**Congestion heat map**

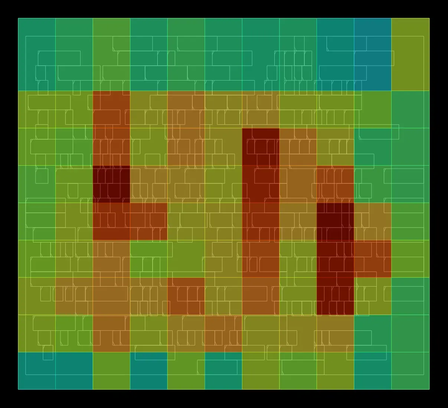
**M3 wires**

Scale: 6 px per µm. Cells faint in the background.
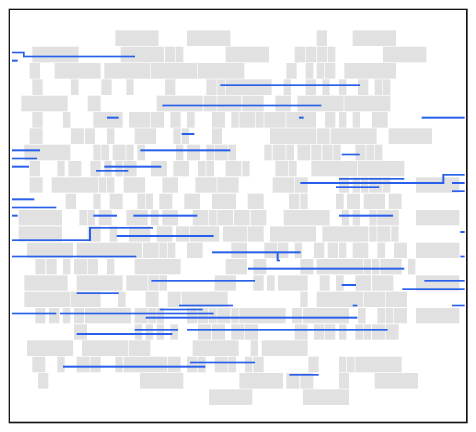
**Placement density heat map**

Scale: 4 px per µm. The die is cut into 8 by 7 equal tiles; dark blue is low, red is high, 0 to 100% covered.
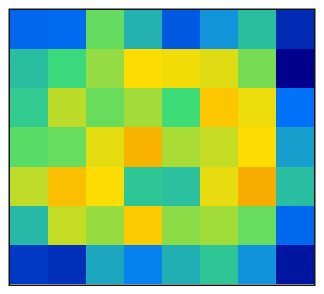
==> config.mk <==
export PLATFORM = sky130hd
export DESIGN_NAME = banco_reg_param
export DESIGN_NICKNAME = d
export VERILOG_FILES = /design/src/rtl/banco_reg_param.sv
export SDC_FILE = /design/constraint.sdc
export NUM_CORES = 1
export LEC_CHECK = 0
export ABC_AREA = 1
export CORE_ASPECT_RATIO = 0.9
export CORE_UTILIZATION = 39
export DETAILED_ROUTE_END_ITERATION = 10
export DONT_BUFFER_PORTS = 1
export PLACE_DENSITY = 0.52
export REMOVE_ABC_BUFFERS = 1
export SLEW_MARGIN = 20
export SYNTH_ARGS = -nofsm -noshare
export SYNTH_HDL_FRONTEND = slang
export SYNTH_SLANG_ARGS = --single-unit
==> constraint.sdc <==
create_clock -name clk -period 1 [get_ports clk]
set_input_delay 0.2 -clock clk [delete_from_list [all_inputs] [get_ports clk]]
set_output_delay 0.2 -clock clk [all_outputs]
set_load 0.1 [all_outputs]
==> src/rtl/banco_reg_param.sv <==
// banco_reg_param: parametrised register file with two asynchronous read
// ports, one synchronous write port, synchronous clear and a per-register
// busy scoreboard (reserve at decode, release on writeback).
// Optional macro BANCO_REG_BYPASS_EN forwards same-cycle write data (and the
// resulting busy state) to a read port addressing the register being written.
module banco_reg_param #(
  parameter int unsigned DATA_W   = 8,
  parameter int unsigned N_REGS   = 4,
  parameter int unsigned ADDR_W   = 2,
  parameter int unsigned ZERO_REG = 0
) (
  input  logic              clk,
  input  logic              rst,
  input  logic              write_enable,
  input  logic [ADDR_W-1:0] write_addr,
  input  logic [DATA_W-1:0] write_data,
  input  logic [ADDR_W-1:0] r_a,
  input  logic [ADDR_W-1:0] r_b,
  output logic [DATA_W-1:0] a,
  output logic [DATA_W-1:0] b,
  input  logic              reserve_enable,
  input  logic [ADDR_W-1:0] reserve_addr,
  output logic              busy_a,
  output logic              busy_b,
  output logic              any_busy
);

  logic [DATA_W-1:0] regs_q [N_REGS];
  logic [DATA_W-1:0] regs_d [N_REGS];
  logic [N_REGS-1:0] busy_q;
  logic [N_REGS-1:0] busy_d;

  logic wr_ok;
  logic rs_ok;

  // A write or reserve only acts on an implemented, writable register.
  assign wr_ok = write_enable && (32'(write_addr) < N_REGS) &&
                 !((ZERO_REG != 0) && (write_addr == '0));
  assign rs_ok = reserve_enable && (32'(reserve_addr) < N_REGS) &&
                 !((ZERO_REG != 0) && (reserve_addr == '0));

  // Next state: write clears busy, reserve applied after so it wins on a tie.
  always_comb begin
    regs_d = regs_q;
    busy_d = busy_q;
    for (int unsigned i = 0; i < N_REGS; i++) begin
      if (wr_ok && (32'(write_addr) == i)) begin
        regs_d[i] = write_data;
        busy_d[i] = 1'b0;
      end
      if (rs_ok && (32'(reserve_addr) == i)) begin
        busy_d[i] = 1'b1;
      end
    end
  end

  // State registers with synchronous clear taking priority over everything.
  always_ff @(posedge clk) begin
    if (rst) begin
      for (int unsigned i = 0; i < N_REGS; i++) begin
        regs_q[i] <= '0;
      end
      busy_q <= '0;
    end else begin
      regs_q <= regs_d;
      busy_q <= busy_d;
    end
  end

`ifdef BANCO_REG_BYPASS_EN
  logic wr_fwd;
  logic rs_same;
  assign wr_fwd  = wr_ok && !rst;
  assign rs_same = rs_ok && (reserve_addr == write_addr);
`endif

  // Read port A: unimplemented addresses and a hardwired register 0 read as 0.
  always_comb begin
    a      = '0;
    busy_a = 1'b0;
    for (int unsigned i = 0; i < N_REGS; i++) begin
      if ((32'(r_a) == i) && !((ZERO_REG != 0) && (i == 0))) begin
        a      = regs_q[i];
        busy_a = busy_q[i];
      end
    end
`ifdef BANCO_REG_BYPASS_EN
    if (wr_fwd && (r_a == write_addr)) begin
      a      = write_data;
      busy_a = rs_same;
    end
`endif
  end

  // Read port B: same selection as port A.
  always_comb begin
    b      = '0;
    busy_b = 1'b0;
    for (int unsigned i = 0; i < N_REGS; i++) begin
      if ((32'(r_b) == i) && !((ZERO_REG != 0) && (i == 0))) begin
        b      = regs_q[i];
        busy_b = busy_q[i];
      end
    end
`ifdef BANCO_REG_BYPASS_EN
    if (wr_fwd && (r_b == write_addr)) begin
      b      = write_data;
      busy_b = rs_same;
    end
`endif
  end

  assign any_busy = |busy_q;

endmodule

==> Changelog: implementation <==
## Flow update

* Yosys warning total at 0
* Fin crit share at 132%
* Final Hold Viols at 36
* CP cell instances: nand2_2, nand4_1, buf_12
* Area of the mapped netlist at roughly 0.0019 mm²
* Core area at roughly 0.0046 mm²
* Fraction of layout cells with a size suffix above 1 at 39.1%
* Routability cong. at 0.908
* WHS at -0.0423 ns
* Via count at 2061
* Max Transition Viols Final at 0
* Place WS at -0.138 ns
* Clock sink count at 36
* Cell Area, Placed at 0.00239 mm²
* Maxcap violations at 0
* Mean Syn Cell Area at 7.12 µm²
* DRC viols at 0
* Total CTS buffers at 5
* Startpoint types: register
* Die X at 76.0 µm
* GRT Overall Usage at 26.3%
* First-pass GRT wire length at 10300 µm
* Largest net degree at the start of global routing at 37
* Slew margin rel. at 80.2%
* Hold WC Path Type: primary input to register
* Vias in the first global route at approximately 1900
* Non-Filler Instances at 366
* Yosys cell types at 20
* Largest type area fraction at 37.5%
* Setup violations, final at 19
* Finished Cell Area at 0.00267 mm²
* Final WS setup at -0.322 ns
* Violated checks: hold timing, setup timing
* Slowest CP cell: dfxtp_4
* Filler Cells Inserted at 450
* Status: finished, violations left
* CTS tree: built
* Clock root cell: clkbuf_8
-- 'congestion heat map' (at the start) --
met3 track demand over resource: 5.66%
met2 global-route usage: 43.4%
final core occ: 57.9%
WL per Instance: 17.6 µm

-- 'M3 wires' (at the start) --
- longest straight run: 35.0 µm
- share of all routed wire: 8.3%
- main direction: horizontal
- wire length on this layer: 533 µm
- nets with wire on the layer: 37

-- 'placement density heat map' (at the start) --
- fullest tile: 81%
- tiles over 75% full: 8.9%
- mean over tiles: 50%
- nearly empty tiles: 1.8%

routing by layer:
metal  up-vias  track usage, %  wire length (µm)
met1       956            33.6              2760
li1       1014               -                 -
met4         0            12.0               103
met5         -               0                 0
met3        10            5.66               532
met2        81            43.4              3050
state kept, by name, summed over array words and instances (netlist names):
signal / count
busy_q: 4
regs_q: 32
synth_stat cells:
master,n
a21oi_1,36
buf_12,2
buf_2,2
buf_4,2
buf_6,4
clkbuf_1,3
clkbuf_2,1
clkinv_1,2
dfxtp_1,36
inv_1,2
inv_2,4
nand2_1,93
nand2_4,1
nand3_1,30
nand3_2,3
nand4_1,42
nor2_1,2
nor2_2,2
nor2_4,2
nor2_8,1
where the power goes:
part	switching [mW]	internal, mW	total, mW
Combinational	0.492	0.275	0.767
Clock	0.541	0.740	1.28
Sequential	0.0488	1.49	1.54
Total	1.08	2.51	3.59
final cells by class:
class / instances / area (µm²) / share of cell area [%]
clock buffer: 6 / 72.6 / 2.72
inverter: 8 / 30.0 / 1.13
multi-input combinational: 212 / 1150 / 43.0
clock inverter: 2 / 35.0 / 1.31
tap: 62 / 77.6 / 2.91
sequential: 36 / 768 / 28.8
timing repair buffer: 40 / 538 / 20.2
repair_timing:
| action | 4_1_cts | 5_1_grt |
|---|---|---|
| gates resized | 47 | 13 |
| endpoints found under the hold margin | 36 | 36 |
| pin swaps | 52 | 5 |
| gates cloned | 0 | 0 |
| setup buffers | 3 | 0 |
| endpoints found under the setup margin | 19 | 19 |
cells by family after synthesis:
kind of cell	after synthesis	share of synthesized area, %
AND/OR/NAND/NOR	176	45.0
buffers and inverters	22	8.13
flip-flops	36	37.5
AND-OR/OR-AND	36	9.37
worst register-to-register path, stage by stage, from the launching register on:
cell and delay (ns):
dfxtp_2 0.36, buf_4 0.11, nand2_1 0.05, a21oi_1 0.13
No activity file was given, so power comes from the tool's default toggle rates.
